## src/rtl/adc_scan_ctrl_if.sv

```systemverilog
// Result stream between the ADC scan sequencer and its consumer.
// Valid/ready handshake carrying a 12-bit sample tagged with its channel.
interface adc_scan_ctrl_if;
    logic        res_valid;
    logic        res_ready;
    logic [11:0] res_data;
    logic [3:0]  res_ch;

    modport master (
        output res_valid,
        output res_data,
        output res_ch,
        input  res_ready
    );

    modport slave (
        input  res_valid,
        input  res_data,
        input  res_ch,
        output res_ready
    );
endinterface

```

## src/rtl/adc_scan_ctrl.sv

```systemverilog
// Scan sequencer for one serial multi-channel ADC port.
// Turns a channel mask into command frames plus a trailing flush frame.
module adc_scan_ctrl #(
    parameter int          CLK_DIV   = 4,
    parameter int          CONV_WAIT = 40,
    parameter int          NCH       = 8,
    parameter logic [3:0]  FLUSH_CMD = 4'hB
) (
    input  logic           clk,
    input  logic           rst,
    input  logic           start,
    input  logic           abort,
    input  logic [NCH-1:0] ch_mask,
    output logic           cs,
    output logic           fs,
    output logic           sclk,
    output logic           sdo,
    input  logic           sdi,
    output logic           cstart,
    output logic           busy,
    output logic           scan_done,
    adc_scan_ctrl_if.master res
);

    typedef enum logic [2:0] {
        S_IDLE, S_SETUP, S_SHIFT, S_HOLD, S_WAIT
    } state_t;

    localparam logic [9:0] HALF  = 10'(CLK_DIV - 1);
    localparam logic [9:0] FULL  = 10'(2 * CLK_DIV - 1);
    localparam logic [9:0] WLAST = 10'(CONV_WAIT - 1);

    state_t           state_q, state_d;
    logic [9:0]       cnt_q, cnt_d;
    logic [3:0]       bit_q, bit_d;
    logic [15:0]      cmd_q, cmd_d;
    logic [15:0]      shreg_q, shreg_d;
    logic [NCH-1:0]   mask_q, mask_d;
    logic [3:0]       ch_q, ch_d;
    logic [3:0]       prev_q, prev_d;
    logic             first_q, first_d;
    logic             flush_q, flush_d;
    logic             cs_q, cs_d;
    logic             fs_q, fs_d;
    logic             sclk_q, sclk_d;
    logic             sdo_q, sdo_d;
    logic             busy_q, busy_d;
    logic             done_q, done_d;
    logic             valid_q, valid_d;
    logic [11:0]      data_q, data_d;
    logic [3:0]       rch_q, rch_d;
    logic [3:0]       nxt_ch;

    function automatic logic [3:0] lowest(input logic [NCH-1:0] m);
        logic [3:0] idx;
        idx = '0;
        for (int i = NCH - 1; i >= 0; i--) begin
            if (m[i]) idx = 4'(i);
        end
        return idx;
    endfunction

    assign nxt_ch = lowest(mask_q);

    // Next-state and next-output computation; everything leaves through registers.
    always_comb begin
        state_d = state_q;
        cnt_d   = cnt_q;
        bit_d   = bit_q;
        cmd_d   = cmd_q;
        shreg_d = shreg_q;
        mask_d  = mask_q;
        ch_d    = ch_q;
        prev_d  = prev_q;
        first_d = first_q;
        flush_d = flush_q;
        cs_d    = cs_q;
        fs_d    = fs_q;
        sclk_d  = sclk_q;
        sdo_d   = sdo_q;
        busy_d  = busy_q;
        done_d  = 1'b0;
        valid_d = valid_q;
        data_d  = data_q;
        rch_d   = rch_q;

        if (valid_q && res.res_ready) valid_d = 1'b0;

        unique case (state_q)
            S_IDLE: begin
                if (start && (|ch_mask)) begin
                    ch_d    = lowest(ch_mask);
                    mask_d  = ch_mask & (ch_mask - NCH'(1));
                    cmd_d   = {lowest(ch_mask), 12'h000};
                    sdo_d   = lowest(ch_mask) >> 3 != 4'd0;
                    first_d = 1'b1;
                    flush_d = 1'b0;
                    busy_d  = 1'b1;
                    cs_d    = 1'b0;
                    fs_d    = 1'b1;
                    sclk_d  = 1'b0;
                    cnt_d   = '0;
                    state_d = S_SETUP;
                end
            end
            S_SETUP: begin
                if (cnt_q == HALF) begin
                    cnt_d   = '0;
                    bit_d   = '0;
                    fs_d    = 1'b0;
                    sclk_d  = 1'b1;
                    sdo_d   = cmd_q[15];
                    state_d = S_SHIFT;
                end else begin
                    cnt_d = cnt_q + 10'd1;
                end
            end
            S_SHIFT: begin
                cnt_d = cnt_q + 10'd1;
                if (cnt_q == HALF) begin
                    shreg_d = {shreg_q[14:0], sdi};
                    sclk_d  = 1'b0;
                end
                if (cnt_q == FULL) begin
                    cnt_d = '0;
                    if (bit_q == 4'd15) begin
                        cs_d    = 1'b1;
                        sdo_d   = 1'b0;
                        state_d = S_HOLD;
                    end else begin
                        bit_d  = bit_q + 4'd1;
                        sclk_d = 1'b1;
                        sdo_d  = cmd_q[14];
                        cmd_d  = cmd_q << 1;
                    end
                end
            end
            S_HOLD: begin
                if (!first_q) begin
                    valid_d = 1'b1;
                    data_d  = shreg_q[15:4];
                    rch_d   = prev_q;
                end
                prev_d  = ch_q;
                first_d = 1'b0;
                cnt_d   = '0;
                state_d = S_WAIT;
            end
            S_WAIT: begin
                if (cnt_q != WLAST) begin
                    cnt_d = cnt_q + 10'd1;
                end else if (!(valid_q && !res.res_ready)) begin
                    cnt_d = '0;
                    if (flush_q) begin
                        busy_d  = 1'b0;
                        done_d  = 1'b1;
                        state_d = S_IDLE;
                    end else begin
                        cs_d    = 1'b0;
                        fs_d    = 1'b1;
                        state_d = S_SETUP;
                        if (|mask_q) begin
                            ch_d   = nxt_ch;
                            mask_d = mask_q & (mask_q - NCH'(1));
                            cmd_d  = {nxt_ch, 12'h000};
                            sdo_d  = nxt_ch[3];
                        end else begin
                            flush_d = 1'b1;
                            cmd_d   = {FLUSH_CMD, 12'h000};
                            sdo_d   = FLUSH_CMD[3];
                        end
                    end
                end
            end
            default: state_d = S_IDLE;
        endcase

        if (abort) begin
            state_d = S_IDLE;
            cs_d    = 1'b1;
            fs_d    = 1'b0;
            sclk_d  = 1'b0;
            sdo_d   = 1'b0;
            valid_d = 1'b0;
            busy_d  = 1'b0;
            done_d  = 1'b0;
        end
    end

    // State and output register bank with synchronous reset.
    always_ff @(posedge clk) begin
        if (rst) begin
            state_q <= S_IDLE;
            cnt_q   <= '0;
            bit_q   <= '0;
            cmd_q   <= '0;
            shreg_q <= '0;
            mask_q  <= '0;
            ch_q    <= '0;
            prev_q  <= '0;
            first_q <= 1'b0;
            flush_q <= 1'b0;
            cs_q    <= 1'b1;
            fs_q    <= 1'b0;
            sclk_q  <= 1'b0;
            sdo_q   <= 1'b0;
            busy_q  <= 1'b0;
            done_q  <= 1'b0;
            valid_q <= 1'b0;
            data_q  <= '0;
            rch_q   <= '0;
        end else begin
            state_q <= state_d;
            cnt_q   <= cnt_d;
            bit_q   <= bit_d;
            cmd_q   <= cmd_d;
            shreg_q <= shreg_d;
            mask_q  <= mask_d;
            ch_q    <= ch_d;
            prev_q  <= prev_d;
            first_q <= first_d;
            flush_q <= flush_d;
            cs_q    <= cs_d;
            fs_q    <= fs_d;
            sclk_q  <= sclk_d;
            sdo_q   <= sdo_d;
            busy_q  <= busy_d;
            done_q  <= done_d;
            valid_q <= valid_d;
            data_q  <= data_d;
            rch_q   <= rch_d;
        end
    end

    assign cs            = cs_q;
    assign fs            = fs_q;
    assign sclk          = sclk_q;
    assign sdo           = sdo_q;
    assign cstart        = 1'b1;
    assign busy          = busy_q;
    assign scan_done     = done_q;
    assign res.res_valid = valid_q;
    assign res.res_data  = data_q;
    assign res.res_ch    = rch_q;

endmodule

```

## src/flat_wrapper.sv

```systemverilog
// flat-port wrapper written by rule: the top's interface ports become plain ports
module adc_scan_ctrl_flat 
#(
    parameter int          CLK_DIV   = 4,
    parameter int          CONV_WAIT = 40,
    parameter int          NCH       = 8,
    parameter logic [3:0]  FLUSH_CMD = 4'hB
)
  (clk, rst, start, abort, ch_mask, cs, fs, sclk, sdo, sdi, cstart, busy, scan_done, res_res_valid, res_res_data, res_res_ch, res_res_ready);
  adc_scan_ctrl_if res_i ();
  input  logic clk;
  input  logic rst;
  input  logic start;
  input  logic abort;
  input  logic [NCH-1:0] ch_mask;
  output logic cs;
  output logic fs;
  output logic sclk;
  output logic sdo;
  input  logic sdi;
  output logic cstart;
  output logic busy;
  output logic scan_done;
  output wire logic [$bits(res_i.res_valid)-1:0] res_res_valid;
  output wire logic [$bits(res_i.res_data)-1:0] res_res_data;
  output wire logic [$bits(res_i.res_ch)-1:0] res_res_ch;
  input wire logic [$bits(res_i.res_ready)-1:0] res_res_ready;
  assign res_res_valid = res_i.res_valid;
  assign res_res_data = res_i.res_data;
  assign res_res_ch = res_i.res_ch;
  assign res_i.res_ready = res_res_ready;
  adc_scan_ctrl #(.CLK_DIV(CLK_DIV), .CONV_WAIT(CONV_WAIT), .NCH(NCH), .FLUSH_CMD(FLUSH_CMD)) u_core (.clk(clk), .rst(rst), .start(start), .abort(abort), .ch_mask(ch_mask), .cs(cs), .fs(fs), .sclk(sclk), .sdo(sdo), .sdi(sdi), .cstart(cstart), .busy(busy), .scan_done(scan_done), .res(res_i));
endmodule
```

## config.mk

```make
export PLATFORM = sky130hd
export DESIGN_NAME = adc_scan_ctrl_flat
export DESIGN_NICKNAME = d
export VERILOG_FILES = /design/src/rtl/adc_scan_ctrl_if.sv /design/src/rtl/adc_scan_ctrl.sv /design/src/flat_wrapper.sv
export SDC_FILE = /design/constraint.sdc
export NUM_CORES = 1
export LEC_CHECK = 0
export CORE_MARGIN = 2
export CORE_UTILIZATION = 59
export DETAILED_ROUTE_END_ITERATION = 10
export DONT_BUFFER_PORTS = 1
export GPL_ROUTABILITY_DRIVEN = 1
export PLACE_DENSITY = 0.84
export SLEW_MARGIN = 20
export SYNTH_ARGS = -nofsm -noshare
export SYNTH_HDL_FRONTEND = slang
export SYNTH_SLANG_ARGS = --single-unit
```

## constraint.sdc

```tcl
create_clock -name clk -period 2.7 [get_ports clk]
set_input_delay 0.54 -clock clk [delete_from_list [all_inputs] [get_ports clk]]
set_output_delay 0.54 -clock clk [all_outputs]
set_load 0.05 [all_outputs]
```

==> flow_summary_export.csv, run 1 <==
group,metric,value,unit
floorplan,std_cell_rows,28,
finish,layout-drive-gt1-share,0.0837,
worst_setup_path,arrival,2.64,ns
detailed_routing,first_iter_violations,245,
logic_synthesis,syn-mean-instance-area,7.80,µm²
finish,regArea,1480,µm²
worst_setup_path,rrSetupSlack,0.30,ns
floorplan,die_x,81.0,µm
placement,port_buffers,0,
power,p_comb_frac,0.061,
clock_network,htreeDepth,3,
min_path,min-delay-path-class,"in -> reg",
finish,area_delta_synth_final,5.87,%
final_timing,finalCritPeriodShare,0.888,
detailed_routing,drc_errors,0,
worst_setup_path,crit_path_end,"u_core.cs",
final_timing,skew,0.00886,ns
logic_synthesis,synth_warnings,0,
power,p_seq_frac,0.536,
clock_network,post_cts_resized,0,
detailed_routing,drt-pass1-iter-count,5,
worst_setup_path,startpoint,"u_core.state_q[0]",
finish,design_area,3700,µm²
min_path,hold-path-cell-count,1,
logic_synthesis,logic_family,"simple AND/OR/NAND/NOR gates",
logic_synthesis,synth_area,3490,µm²
power,maxPowerGroup,"registers",
logic_synthesis,synthArstFlopShare,0,
clock_network,clock.latency.late_pin,0.35,ns
detailed_routing,vias_per_cell,6.17,
power,clock_power_share,0.402,
worst_setup_path,r2r-start,"u_core.state_q[0]",
status,status,"finished, final reports clean",
placement,gp_congestion,0.970,
global_route,grt_max_degree,57,
finish,comb_area,1860,µm²
logic_synthesis,ys_sh_xor,0.0276,
logic_synthesis,aoi_share,0.179,
min_path,hold_start,"rst",
power,p_leak,0.00127,µW
final_timing,setup_viol,0,
power,ir_drop,0.000375,V
placement,dp_hpwl,5360,µm
finish,final_cell_mix,"nand2_1 (94), dfxtp_1 (74), a21oi_1 (51)",
job,maxCapViolations,0,
finish,largest_reg_flops,16,
final_timing,finalHoldViolCount,0,
power,comb-power,131,µW
-- run 1: worst max-delay path, stage by stage (launching register included) --
cell	delay (ns)
dfxtp_1	0.67
nor3b_1	0.44
o22ai_1	0.17
a311o_1	0.39
and3_1	0.20
and4b_1	0.20
o31a_1	0.22
-- run 1: through the flow --
stage / util / worst slack, ns / hold WS (ns) / std cells
6_report: 0.636 / 0.302 / 0.257 / 517
5_1_grt: 0.636 / 0.0831 / 0.236 / 517
4_1_cts: 0.636 / 0.354 / 0.239 / 517
3_5_place_dp: 0.603 / 0.362 / 0.438 / 501
3_3_place_gp: 0.603 / 0.440 / 0.433 / 501
2_1_floorplan: - / 0.566 / 0.431 / 448
-- run 1: cell type report --
class | count | area share
clock inverters | 6 | 0.0179
inverters | 6 | 0.00609
repair buffers | 6 | 0.0122
flip-flops and latches | 74 | 0.400
well taps | 75 | 0.0254
clock buffers | 10 | 0.0345
multi-input cells | 340 | 0.504
-- run 1: per-layer routing --
layer  vias to the layer above  track usage
met5                         -            0
met4                         0        0.119
met3                        29       0.0544
met2                       143        0.402
met1                      1473        0.316
li1                       1547            -
-- run 1: cell usage after synthesis, types with 4 or more instances --
cell type	number	area, µm²
o21a_1	4	30.0
nor2_1	38	143
clkbuf_1	18	67.6
nand2b_1	5	31.3
nor3b_1	4	30.0
nand2_1	94	353
o21ai_0	13	65.1
nand3_1	13	65.1
nor2b_1	4	25.0
nor3_1	16	80.1
nand4_1	10	62.6
inv_1	6	22.5
xnor2_1	8	70.1
buf_2	6	30.0
or2_2	6	37.5
a21oi_1	51	255
nor4_1	6	37.5
dfxtp_1	74	1480
mux2i_1	8	80.1
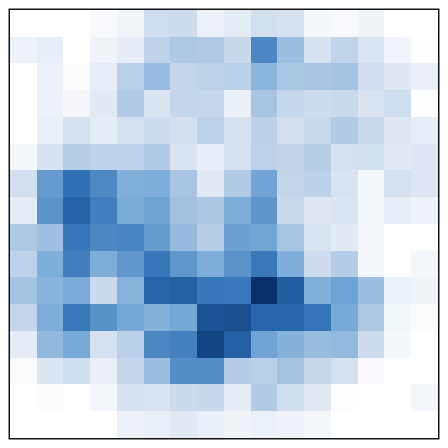
Run 1: wire density map
16 x 16 tiles, from white (low) to dark blue (high), scaled to the fullest tile. Values are wire area over tile area, all layers added.
The emptiest ninth of the die: upper left. The mean over all tiles is 0.20. 12% of the tiles are nearly empty.
Routed WL: 7770 µm
All-Layer GR Usage: 0.249
DR WL/cell: 15.0 µm
vias: 3,192

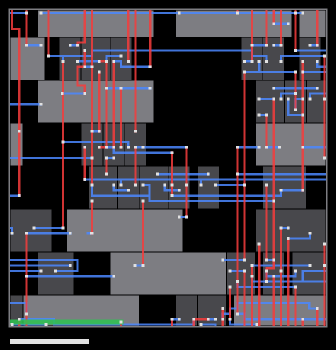
Run 1: a small window of the routed layout
Bar = 5 µm. Window x 30 to 50, y 47 to 67 µm. Cells in grey, sequential cells in the stronger grey; small squares are vias.
Key: met1 = blue; met3 = green; met2 = red
Most frequent: nand2_1 (13), dfxtp_1 (8), a21oi_1 (4). 35 logic cells have their middle in the window. Netlist names of flops here include u_core.shreg_q (6). Sequential cells in the window: 8.

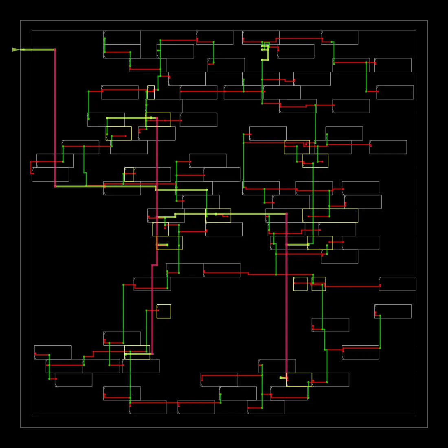
Run 1: clock wiring as the flow saved it
flip-flops: 74
clock network power: 859 µW
Clock Buffer Count: 10
CTS Sinks: 74

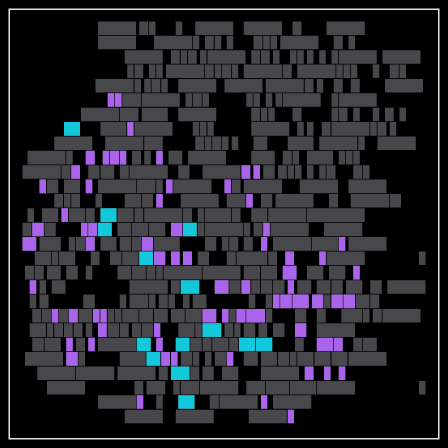
Run 1: gate families picked out
Key: AND-OR and OR-AND gates = cyan [cells 14]; NOR gates = purple [cells 71]
fraction of area in multi-input gates: 0.504
Layout Cells excl Fill: 517
most numerous logic cell after layout: nand2_1

## Run 2: what changed since run 1
--- a/config.mk
+++ b/config.mk
@@ -5,7 +5,8 @@
 export SDC_FILE = /design/constraint.sdc
 export NUM_CORES = 1
 export LEC_CHECK = 0
-export CORE_MARGIN = 2
+export CAP_MARGIN = 20
+export CORE_MARGIN = 5
 export CORE_UTILIZATION = 59
 export DETAILED_ROUTE_END_ITERATION = 10
 export DONT_BUFFER_PORTS = 1
==> flow_summary_export.csv, run 2 <==
group,metric,value,unit
clock_network,htreeDepth,3,
logic_synthesis,common_cells,"nand2_1 (94), dfxtp_1 (74), a21oi_1 (51)",
clock_network,cts_tree,"built",
logic_synthesis,synth_warnings,0,
logic_synthesis,synth-edff-count,0,
min_path,min-delay-path-class,"in -> reg",
worst_setup_path,critPathLaunchType,"register",
finish,instances_no_fill,517,
logic_synthesis,yosysMostFrequentCell,"nand2_1",
clock_network,clockBufferDepth,2,
placement,placed_cell_area,3510,µm²
clock_network,cts_root_buf,"clkbuf_8",
placement,dp_hpwl,5430,µm
finish,fill_cells,489,
worst_setup_path,slowest_delay,0.47,ns
detailed_routing,vias_per_cell,6.06,
floorplan,std_cell_rows,28,
final_timing,max_freq,0.430,GHz
detailed_routing,drtAntennaViolNets,0,
clock_network,post_cts_resized,0,
worst_setup_path,crit_type,"reg -> reg",
placement,gp_congestion,0.932,
logic_synthesis,syn_inst,448,
worst_setup_path,crit_chain,"nor4b_1, nand2_1, o21ai_1, nand4_1, nor4_1, nor3_1",
finish,design_area,3780,µm²
floorplan,fp_util,0.597,
finish,largest_reg_flops,16,
floorplan,die_x,87.0,µm
finish,final_cell_mix,"nand2_1 (94), dfxtp_1 (74), a21oi_1 (51)",
global_route,overflow,0,
detailed_routing,drt-pass1-iter-count,5,
placement,port_buffers,0,
clock_network,clock.latency.late_pin,0.35,ns
worst_setup_path,crit_buf_inv,0,
final_timing,finalCritPeriodShare,0.861,
logic_synthesis,synth_area_leader_cell,"dfxtp_1",
finish,lay_top_count,"nand2_1",
final_timing,drv_slew,0,
worst_setup_path,arrival,2.56,ns
final_timing,layout_min_cycle_time,2.32,ns
logic_synthesis,ys_top_cells_by_area,"dfxtp_1 (42%), nand2_1 (10%), a21oi_1 (7.3%), nor2_1 (4.1%), mux2i_1 (2.3%)",
detailed_routing,first_iter_violations,280,
logic_synthesis,synth-seq-cells,74,
final_timing,worst_hold_slack,0.244,ns
finish,top_register,"u_core.shreg_q",
final_timing,slew_headroom,0.518,
floorplan,fp.dieH,87.0,µm
logic_synthesis,synthFlopType,"dfxtp_1",
placement,place_ws,0.409,ns
finish,area_delta_synth_final,8.13,%
logic_synthesis,ys_seq_frac,0.424,
finish,nNetsFinal,453,
finish,comb_area,1860,µm²
status,status,"finished, final reports clean",
logic_synthesis,synth_area,3490,µm²
detailed_routing,drc_errors,0,
global_route,grt_max_degree,57,
logic_synthesis,synth_nets,464,
job,maxCapViolations,0,
logic_synthesis,ys_chip_area,3490,µm²
finish,layout-drive-gt1-share,0.0860,
worst_setup_path,path_max_fanout,9,
worst_setup_path,cp.required,2.94,ns
final_timing,tightest_slew,0.719,ns
worst_setup_path,endpoint_kind,"register",
worst_setup_path,crit_path_top_delay_cell,"dfxtp_1",
logic_synthesis,synthArstFlopShare,0,
final_timing,setup_ws,0.376,ns
power,ir_drop,0.000371,V
final_timing,skew,0.00590,ns
logic_synthesis,top_cell_area_share,0.424,
finish,postLayoutCoreUtil,0.646,
finish,regArea,1480,µm²
clock_network,numClockSinks,74,
job,warnings,26,
logic_synthesis,syn-mean-instance-area,7.80,µm²
power,powerDensity,643,nW/µm²
clock_network,cts_hold_buf,0,
final_timing,rsz0062_at_grt,"no",
global_route,antenna_found_initial,0,
placement,place_inst,501,
power,p_leak,0.00131,µW
final_timing,finalHoldViolCount,0,
final_timing,setup_viol,0,
floorplan,num_io_pins,38,
floorplan,core_area,5850,µm²
worst_setup_path,crit_family,"simple AND/OR/NAND/NOR gates",
run 2: cell type report:
type                            instances  area share
Multi-Input combinational cell        340       0.493
Sequential cell                        74       0.392
Clock inverter                          7      0.0394
Clock buffer                            9      0.0328
Tap cell                               75      0.0248
Timing Repair Buffer                    6      0.0119
Inverter                                6     0.00596
run 2: path summary, 6_finish.rpt:
kind / startpoint / end / slack (ns) / depth (start not counted)
worst max-delay path: u_core.cnt_q[2] / u_core.cmd_q[12] / 0.38 / 6
worst min-delay path: rst / u_core.res.res_data[9] / 0.24 / 1
worst max register to register: u_core.cnt_q[2] / u_core.cmd_q[12] / 0.38 / 6
worst min register to register: u_core.shreg_q[15] / u_core.shreg_q[15] / 0.45 / 2
run 2: cell families (layout without fill, tap and decap cells):
kind of cell | count (synthesis) | in the layout | synth area share
and+or+nand+nor | 216 | 216 | 0.294
AOI/OAI and AO/OA | 101 | 101 | 0.179
DFF | 74 | 74 | 0.424
buffers and inverters | 34 | 28 | 0.0430
xor gates and xnor gates | 11 | 11 | 0.0276
muxes | 8 | 8 | 0.0229
adders and majority gates | 2 | 2 | 0.00716
other | 2 | 2 | 0.00215
run 2: power by group:
group / internal [µW] / total, µW / switching [µW]
logic: 49.2 / 131 / 81.4
clock network: 718 / 1160 / 438
registers: 1110 / 1140 / 33.5
run 2: per-layer routing:
metal  wire length (µm)  global-route usage  vias to the layer above
li1                   -                   -                     1541
met1               3320               0.256                     1434
met2               3570               0.330                      132
met3                590              0.0605                       27
met4                231               0.123                        0
met5                  0                   0                        -
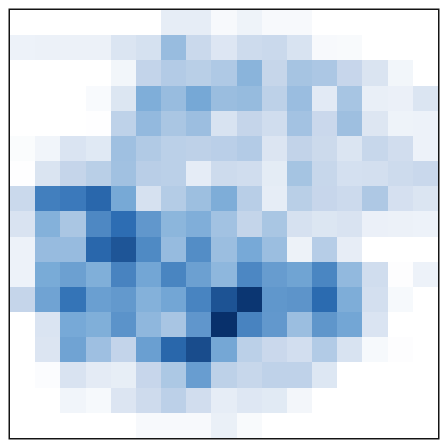
Run 2: wire density map
17 x 17 tiles, from white (low) to dark blue (high), scaled to the fullest tile. Values are wire area over tile area, all layers added.
22% of the tiles are nearly empty. The emptiest ninth of the die: upper left. The densest ninth of the die: middle left.
Routed WL: 7710 µm
vias: 3,134
All-Layer GR Usage: 0.211
DR WL/cell: 14.9 µm

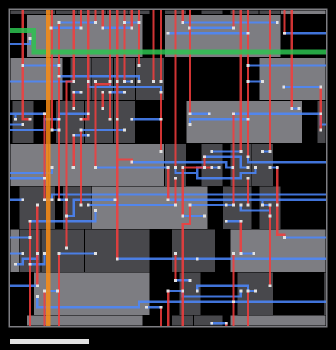
Run 2: a small window of the routed layout
Bar = 5 µm. Window x 33 to 53, y 51 to 71 µm. Cells in grey, sequential cells in the stronger grey; small squares are vias.
Key: met4 = orange; met1 = blue; met2 = red; met3 = green
30 logic cells have their middle in the window. Sequential cells in the window: 8. Most frequent: nand2_1 (10), dfxtp_1 (8), a21oi_1 (5). Netlist names of flops here include u_core.shreg_q (6).

## Run 3: what changed since run 2
--- a/config.mk
+++ b/config.mk
@@ -7,7 +7,7 @@
 export LEC_CHECK = 0
 export CAP_MARGIN = 20
 export CORE_MARGIN = 5
-export CORE_UTILIZATION = 59
+export CORE_UTILIZATION = 57
 export DETAILED_ROUTE_END_ITERATION = 10
 export DONT_BUFFER_PORTS = 1
 export GPL_ROUTABILITY_DRIVEN = 1
==> constraint.sdc (replaced) <==
create_clock -name clk -period 2.09 [get_ports clk]
set_input_delay 0.418 -clock clk [delete_from_list [all_inputs] [get_ports clk]]
set_output_delay 0.418 -clock clk [all_outputs]
set_load 0.05 [all_outputs]
==> flow_summary_export.csv, run 3 <==
group,metric,value,unit
status,status,"finished, final reports clean",
logic_synthesis,ys_seq_frac,0.424,
floorplan,std_cell_rows,28,
worst_setup_path,crit_chain,"ha_1, nor2b_1, nand2_1, nor3_2, or3_4, or4_1, a21oi_1",
global_route,grtUsageMet1,0.269,
global_route,grt_max_degree,57,
worst_setup_path,arrival,2.31,ns
worst_setup_path,path_max_fanout,4,
placement,place_ws,-0.0142,ns
job,warnings,27,
final_timing,layout_min_cycle_time,2.02,ns
logic_synthesis,synth_area,3490,µm²
detailed_routing,drt-pass1-iter-count,5,
placement,gp_congestion,0.891,
worst_setup_path,reg2reg_to,"u_core.cnt_q[9]",
detailed_routing,top_layer_used,"met4",
worst_setup_path,rrSetupSlack,0.07,ns
finish,largest_reg_flops,16,
detailed_routing,drc_errors,0,
final_timing,setup_ws,0.0674,ns
placement,dp_hpwl,6050,µm
clock_network,clockBufferDepth,2,
floorplan,core_area,5960,µm²
min_path,hold_start,"rst",
worst_setup_path,slowest_delay,0.51,ns
detailed_routing,wl_met1,3410,µm
min_path,min-delay-path-class,"in -> reg",
final_timing,drv_slew,0,
logic_synthesis,synth_area_leader_cell,"dfxtp_1",
logic_synthesis,synth_nets,464,
finish,layout-drive-gt1-share,0.163,
logic_synthesis,common_cells,"nand2_1 (94), dfxtp_1 (74), a21oi_1 (51)",
power,p_leak,0.00147,µW
worst_setup_path,endpoint_kind,"register",
global_route,antenna_found_initial,0,
detailed_routing,vias_per_cell,5.94,
global_route,grt.busiest_layer,"met2",
worst_setup_path,crit_buf_inv,0,
min_path,hold_end,"u_core.mask_q[5]",
power,ir_drop,0.000695,V
detailed_routing,wl,8590,µm
final_timing,finalCritPeriodShare,0.968,
logic_synthesis,syn_inst,448,
final_timing,max_freq,0.494,GHz
detailed_routing,wl_met3,564,µm
worst_setup_path,r2r-start,"u_core.cnt_q[0]",
## run 3: cell counts after synthesis
Identical to the previous run, type by type.
## run 3: stage by stage
| stage | instances | utilization |
|---|---|---|
| 6_report | 553 | 0.675 |
| 5_1_grt | 553 | 0.675 |
| 4_1_cts | 551 | 0.669 |
| 3_3_place_gp | 535 | 0.632 |
| 3_5_place_dp | 535 | 0.632 |
| 2_1_floorplan | 448 | - |
## run 3: power breakdown
part	leakage (µW)	total [µW]	internal, µW	switching [µW]
combinational	0.000764	213	90.9	122
clock	0.000112	1260	684	574
sequential	0.000599	1470	1440	35.7
total	0.00147	2940	2210	732
## run 3: logic make-up after synthesis
family / after synthesis / synth area share
simple gates: 216 / 0.294
compound gates: 101 / 0.179
flops: 74 / 0.424
buf+inv: 34 / 0.0430
xor+xnor: 11 / 0.0276
mux: 8 / 0.0229
fa+ha+maj: 2 / 0.00716
other cells: 2 / 0.00215
## run 3: what timing repair did
action,in CTS,in global routing
resized,0,4
hold endpoints to repair,0,0
setup buffers,0,2
endpoints found under the setup margin,0,30
## run 3: layout make-up
type	instances	area (µm²)
Fill cell	510	1940
Sequential cell	74	1480
Timing Repair Buffer	42	315
Multi-Input combinational cell	340	1880
Tap cell	75	93.8
Clock inverter	7	101
Inverter	6	22.5
Clock buffer	9	124
## run 3: worst max path at each step
| stage | slack [ns] | start | end |
|---|---|---|---|
| after global routing | -0.08 | u_core.cnt_q[0] | u_core.cnt_q[9] |
| final | 0.07 | u_core.cnt_q[0] | u_core.cnt_q[9] |
| after detailed placement | -0.01 | ch_mask[0] | u_core.cs |
| after global placement | 0.03 | ch_mask[0] | u_core.cs |
| after CTS | 0.06 | u_core.cnt_q[3] | u_core.shreg_q[1] |
| after floorplan | 0.08 | ch_mask[0] | u_core.cs |
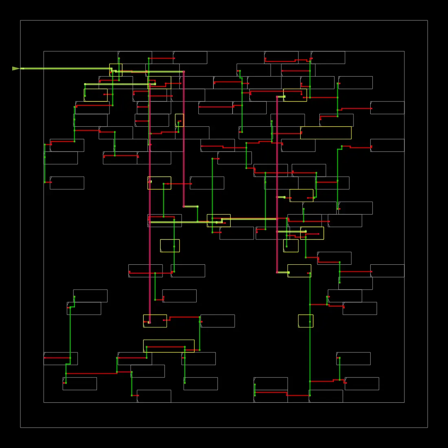
Run 3: clock wiring as the flow saved it
clk_skew: 0.0108 ns
CTS Buf Count: 9

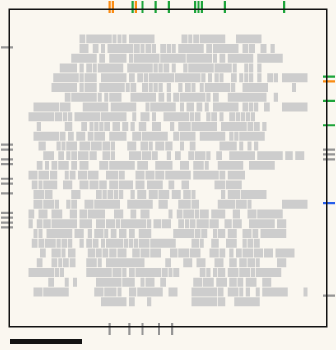
Run 3: pin placement
Bar = 20 µm. Pins as bars across the die edge, other pins in grey.
Key: res_res_ch = orange [pins 4, direction output, edge 3 top, 1 right]; scan_done = blue [pins 1, direction output, edge right]; res_res_data = green [pins 12, direction output, edge 9 top, 3 right]
Die Width: 88.3 µm
port bufs: 0
chip height: 88.3 µm

Power figures rest on the tool's default switching activity, not on a simulated workload.
